`config.mk`:
```
export PLATFORM = sky130hd
export DESIGN_NAME = pcie_link_ctrl
export DESIGN_NICKNAME = d
export VERILOG_FILES = /design/src/rtl/pcie_link_ctrl_pkg.sv /design/src/rtl/pcie_link_ctrl_lane_pack.sv /design/src/rtl/pcie_link_ctrl.sv
export SDC_FILE = /design/constraint.sdc
export NUM_CORES = 1
export LEC_CHECK = 0
export CORE_ASPECT_RATIO = 1.25
export CORE_UTILIZATION = 55
export CTS_BUF_LIST = sky130_fd_sc_hd__clkbuf_2 sky130_fd_sc_hd__clkbuf_4 sky130_fd_sc_hd__clkbuf_8
export DETAILED_ROUTE_END_ITERATION = 8
export GPL_TIMING_DRIVEN = 0
export HOLD_SLACK_MARGIN = 0.02
export PLACE_DENSITY = 0.82
export SYNTH_ARGS = -nofsm -noshare
export SYNTH_HDL_FRONTEND = slang
export SYNTH_SLANG_ARGS = --single-unit
```
`constraint.sdc`:
```
create_clock -name CLK -period 3 [get_ports CLK]
set_input_delay 0.6 -clock CLK [delete_from_list [all_inputs] [get_ports CLK]]
set_output_delay 0.6 -clock CLK [all_outputs]
set_load 0.05 [all_outputs]
```
`src/rtl/pcie_link_ctrl_pkg.sv`:
```
// Shared symbol values, lane count and link state encoding for the 4-lane link controller.
package pcie_link_ctrl_pkg;

  localparam int         LANES    = 4;
  localparam logic [7:0] COM      = 8'hBC;
  localparam logic [7:0] IDLE     = 8'h7C;
  localparam logic [31:0] COM_WORD = {4{COM}};

  typedef enum logic [1:0] {
    TRAIN      = 2'd0,
    WAIT_ALIGN = 2'd1,
    ACTIVE     = 2'd2
  } link_state_e;

endpackage

```
`src/rtl/pcie_link_ctrl_lane_pack.sv`:
```
// Four-byte lane packing buffer: bytes fill lanes 0..3, unfilled lanes read as IDLE control symbols.
module pcie_link_ctrl_lane_pack
  import pcie_link_ctrl_pkg::*;
(
  input  logic        clk,
  input  logic        reset,
  input  logic        push,
  input  logic        flush,
  input  logic        emit,
  input  logic [7:0]  data,
  output logic [31:0] word,
  output logic [3:0]  kchar,
  output logic        full,
  output logic [2:0]  fill
);

  logic [7:0] lane_buf_r [LANES];
  logic [2:0] fill_r;

  // Append at the fill pointer; flush or emit empties the buffer and drops any same-cycle push.
  always_ff @(posedge clk) begin
    if (reset) begin
      fill_r <= 3'd0;
      for (int i = 0; i < LANES; i++) lane_buf_r[i] <= 8'h00;
    end else if (flush || emit) begin
      fill_r <= 3'd0;
    end else if (push && !full) begin
      lane_buf_r[fill_r[1:0]] <= data;
      fill_r                  <= fill_r + 3'd1;
    end else begin
      fill_r <= fill_r;
    end
  end

  assign full = (fill_r == 3'(LANES));
  assign fill = fill_r;

  // Present the word as it would go out now: data in filled lanes, IDLE elsewhere.
  always_comb begin
    word  = 32'h0000_0000;
    kchar = 4'h0;
    for (int i = 0; i < LANES; i++) begin
      if (3'(i) < fill_r) begin
        word[8*i +: 8] = lane_buf_r[i];
        kchar[i]       = 1'b0;
      end else begin
        word[8*i +: 8] = IDLE;
        kchar[i]       = 1'b1;
      end
    end
  end

endmodule

```
`src/rtl/pcie_link_ctrl.sv`:
```
// Link bring-up FSM and word-period striping scheduler driving four TX lane serializers.
module pcie_link_ctrl
  import pcie_link_ctrl_pkg::*;
#(
  parameter int TRAIN_WORDS   = 4,
  parameter int TIMEOUT_WORDS = 16
) (
  input  logic        CLK,
  input  logic        RESET,
  input  logic [7:0]  DATA,
  input  logic        VALID,
  input  logic [3:0]  rx_aligned,
  output logic        host_ready,
  output logic [31:0] lane_word,
  output logic [3:0]  lane_kchar,
  output logic        lane_load,
  output logic        link_up,
  output logic [3:0]  retry_cnt
);

  localparam int MAX_WORDS = (TRAIN_WORDS > TIMEOUT_WORDS) ? TRAIN_WORDS : TIMEOUT_WORDS;
  localparam int CNT_W     = $clog2(MAX_WORDS) + 1;

  link_state_e      state_r, state_next_s;
  logic [2:0]       bit_cnt_r;
  logic [CNT_W-1:0] word_cnt_r, word_cnt_next_s;
  logic [3:0]       retry_cnt_r, retry_cnt_next_s;
  logic             host_ready_r, lane_load_r, link_up_r;
  logic [31:0]      lane_word_r;
  logic [3:0]       lane_kchar_r;

  logic        boundary_s, all_aligned_s, link_loss_s, push_s, emit_s, ready_next_s;
  logic [2:0]  fill_s, fill_next_s;
  logic [31:0] pack_word_s;
  logic [3:0]  pack_kchar_s;
  logic        pack_full_s;

  assign boundary_s    = (bit_cnt_r == 3'd7);
  assign all_aligned_s = (rx_aligned == 4'hF);
  assign link_loss_s   = (state_r == ACTIVE) && !all_aligned_s;
  assign push_s        = VALID && host_ready_r;
  assign emit_s        = boundary_s && (state_r == ACTIVE);

  pcie_link_ctrl_lane_pack u_lane_pack (
    .clk   (CLK),
    .reset (RESET),
    .push  (push_s),
    .flush (link_loss_s),
    .emit  (emit_s),
    .data  (DATA),
    .word  (pack_word_s),
    .kchar (pack_kchar_s),
    .full  (pack_full_s),
    .fill  (fill_s)
  );

  // Next-state, word/timeout counter and retry counter.
  always_comb begin
    state_next_s     = state_r;
    word_cnt_next_s  = word_cnt_r;
    retry_cnt_next_s = retry_cnt_r;
    case (state_r)
      TRAIN: begin
        if (boundary_s) begin
          if (word_cnt_r == CNT_W'(TRAIN_WORDS - 1)) begin
            state_next_s    = WAIT_ALIGN;
            word_cnt_next_s = '0;
          end else begin
            word_cnt_next_s = word_cnt_r + 1'b1;
          end
        end else begin
          word_cnt_next_s = word_cnt_r;
        end
      end
      WAIT_ALIGN: begin
        if (boundary_s) begin
          if (all_aligned_s) begin
            state_next_s    = ACTIVE;
            word_cnt_next_s = '0;
          end else if (word_cnt_r == CNT_W'(TIMEOUT_WORDS - 1)) begin
            state_next_s    = TRAIN;
            word_cnt_next_s = '0;
            if (retry_cnt_r != 4'hF) begin
              retry_cnt_next_s = retry_cnt_r + 4'd1;
            end else begin
              retry_cnt_next_s = retry_cnt_r;
            end
          end else begin
            word_cnt_next_s = word_cnt_r + 1'b1;
          end
        end else begin
          word_cnt_next_s = word_cnt_r;
        end
      end
      ACTIVE: begin
        if (!all_aligned_s) begin
          state_next_s    = TRAIN;
          word_cnt_next_s = '0;
        end else begin
          state_next_s = ACTIVE;
        end
      end
      default: begin
        state_next_s    = TRAIN;
        word_cnt_next_s = '0;
      end
    endcase
  end

  // Ready looks one cycle ahead so the boundary cycle never sees host_ready high.
  always_comb begin
    fill_next_s = fill_s;
    if (link_loss_s || emit_s) begin
      fill_next_s = 3'd0;
    end else if (push_s && !pack_full_s) begin
      fill_next_s = fill_s + 3'd1;
    end else begin
      fill_next_s = fill_s;
    end
    ready_next_s = (state_next_s == ACTIVE) && (fill_next_s < 3'd4) && (bit_cnt_r != 3'd6);
  end

  // State, counters and all registered outputs.
  always_ff @(posedge CLK) begin
    if (RESET) begin
      state_r      <= TRAIN;
      bit_cnt_r    <= 3'd0;
      word_cnt_r   <= '0;
      retry_cnt_r  <= 4'd0;
      host_ready_r <= 1'b0;
      lane_load_r  <= 1'b0;
      link_up_r    <= 1'b0;
      lane_word_r  <= COM_WORD;
      lane_kchar_r <= 4'hF;
    end else begin
      state_r      <= state_next_s;
      bit_cnt_r    <= bit_cnt_r + 3'd1;
      word_cnt_r   <= word_cnt_next_s;
      retry_cnt_r  <= retry_cnt_next_s;
      host_ready_r <= ready_next_s;
      lane_load_r  <= boundary_s;
      link_up_r    <= (state_next_s == ACTIVE);
      if (boundary_s) begin
        if ((state_r == ACTIVE) && all_aligned_s) begin
          lane_word_r  <= pack_word_s;
          lane_kchar_r <= pack_kchar_s;
        end else begin
          lane_word_r  <= COM_WORD;
          lane_kchar_r <= 4'hF;
        end
      end else begin
        lane_word_r  <= lane_word_r;
        lane_kchar_r <= lane_kchar_r;
      end
    end
  end

  assign host_ready = host_ready_r;
  assign lane_load  = lane_load_r;
  assign link_up    = link_up_r;
  assign retry_cnt  = retry_cnt_r;
  assign lane_word  = lane_word_r;
  assign lane_kchar = lane_kchar_r;

endmodule

```
Drive-strength map:
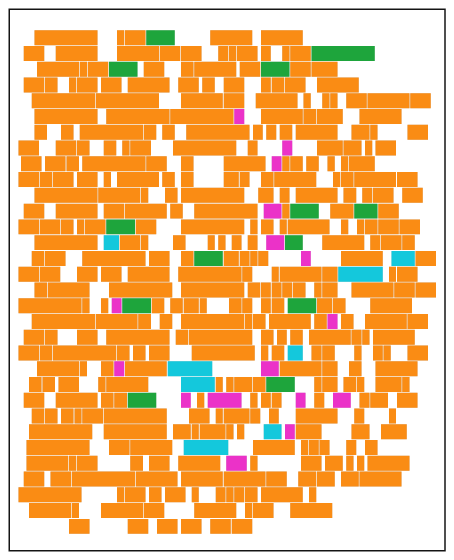
legend:
  green:
    size: x6 and larger
    cells: 13
  orange:
    size: x1 and smaller
    cells: 367
  magenta:
    size: x2
    cells: 16
  cyan:
    size: x3 and x4
    cells: 8

Selected gate families:
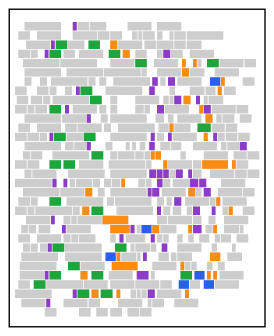
legend:
  orange:
    family: nor cells
    cells: 38
  purple:
    family: nand cells
    cells: 52
  green:
    family: mux cells
    cells: 26
  blue:
    family: xor and xnor cells
    cells: 6

Cells coloured by class:
Scale bar: 20 µm. Fill, decap, tap and diode cells in grey.
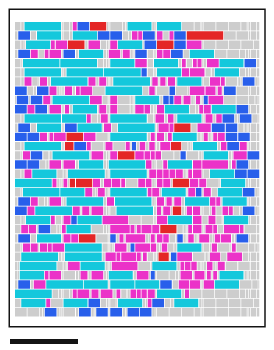
legend:
  blue:
    class: remaining buffers and delay cells
    cells: 72
  red:
    class: clock drivers and dummy loads
    cells: 16
  cyan:
    class: registers
    cells: 88
  magenta:
    class: remaining logic cells
    cells: 228

==> results.cfg <==
; synthesis and place-and-route metrics
[critical_path]
crit_type = reg2reg
crit_start = u_lane_pack.fill[1]$_SDFFE_PP0N_
rr_startpoint = u_lane_pack.fill[1]$_SDFFE_PP0N_

[floorplan]
coreArea_mm2 = 0.00629
die_x_um = 75.0
io_pins = 58

[global_routing]
antenna_found_initial = 0

[clock_network]
htreeDepth = 3
cts_buffers = 9
clk_latency_ps = 360

[detailed_routing]
first_pass_iters = 4

[logic_synthesis]
synth_cells = 331
ys_area_mm2 = 0.00366

[outcome]
status = complete, no violations

[final_timing]
grt_setup_unrepaired = false
setup_viol = 0

[placement]
dp_cells = 473
place_area_mm2 = 0.00434

[finish]
final_cells = 489
lay_top_cells = clkdlybuf4s50_1, dfxtp_1, edfxtp_1, nand2_1, mux2i_1
utilization_pct = 72.4

[pwr]
p_leak_nw = 1.73
==> area by class of cell <==
type	instances	area, µm²	share of cell area [%]
clock inverter	6	67.6	1.49
timing repair buffer	57	571	12.5
tap	85	106	2.34
sequential	88	2080	45.8
multi-input combinational	218	1470	32.4
clock buffer	10	138	3.03
buffer	15	75.1	1.65
inverter	10	37.5	0.825
==> power breakdown <==
part           switching (mW)  total (mW)  leakage, nW  internal, mW
Sequential            0.00887        1.26        0.783          1.25
Clock                   0.430       0.840       0.0989         0.410
Combinational          0.0546      0.0924        0.845        0.0378
Total                   0.493        2.19         1.73          1.70
==> stage by stage <==
stage	setup TNS [ps]	hold WS [ps]
floorplan	0	417
global placement	-3480	428
detailed placement	-290	434
CTS	0	448
global route	0	465
finish	0	447
==> synthesized netlist by cell type (7+ instances only) <==
| master | count | share of area (%) |
|---|---|---|
| dfxtp_1 | 56 | 31 |
| edfxtp_1 | 32 | 26 |
| nand2_1 | 28 | 2.9 |
| mux2i_1 | 25 | 6.8 |
| and2_1 | 24 | 4.1 |
| nor2_1 | 21 | 2.2 |
| a21oi_1 | 17 | 2.3 |
| and3_1 | 13 | 2.2 |
| nand2b_1 | 11 | 1.9 |
| nor2b_1 | 11 | 1.9 |
| inv_1 | 10 | 1.0 |
| o21ai_0 | 10 | 1.4 |
| buf_2 | 9 | 1.2 |
| ha_1 | 9 | 3.1 |
| nand3_1 | 7 | 0.96 |
==> critical path, cell delays in order, from the launching register on <==
cell,delay (ps)
dfxtp_1,350
clkbuf_1,290
inv_1,140
ha_1,200
nand2_1,100
nand3_2,230
nor4_4,580
or2_1,400
==> state kept, by name, summed over array words and instances, names as in the netlist <==
signal / flops
lane_word: 32
lane_kchar: 4
link_up: 1
host_ready: 1
word_cnt_r: 5
u_lane_pack.lane_buf_r: 32
u_lane_pack.fill: 3
lane_load: 1
state_r: 2
retry_cnt: 4
bit_cnt_r: 3
==> worst min-delay path by stage <==
stage	from	to	slack, ps	cells past startpoint
4_1_cts	lane_kchar[1]$_SDFFE_PP1P_	lane_kchar[1]$_SDFFE_PP1P_	450	2
5_1_grt	lane_kchar[1]$_SDFFE_PP1P_	lane_kchar[1]$_SDFFE_PP1P_	460	2
6_report	lane_kchar[1]$_SDFFE_PP1P_	lane_kchar[1]$_SDFFE_PP1P_	450	2
3_5_place_dp	bit_cnt_r[0]$_SDFF_PP0_	bit_cnt_r[0]$_SDFF_PP0_	430	1
3_3_place_gp	bit_cnt_r[0]$_SDFF_PP0_	bit_cnt_r[0]$_SDFF_PP0_	430	1
2_1_floorplan	bit_cnt_r[0]$_SDFF_PP0_	bit_cnt_r[0]$_SDFF_PP0_	420	1
==> layer usage <==
layer	GRT usage (%)	vias up	wire length, µm
li1	-	1285	-
met1	30.3	1239	3250
met2	40.2	76	3880
met3	5.17	14	305
met4	10.1	0	142
met5	0	-	0
==> cells by family (layout without fill, tap and decap cells) <==
kind of cell / Yosys count / in the layout / share of synthesized area (%)
mux: 26 / 26 / 7.15
buf+inv: 25 / 98 / 3.08
compound gates: 43 / 43 / 7.18
fa+ha+maj: 9 / 9 / 3.08
flops: 88 / 88 / 56.9
simple gates: 134 / 134 / 21.2
xor+xnor: 6 / 6 / 1.44
Power figures rest on the tool's default switching activity, not on a simulated workload.
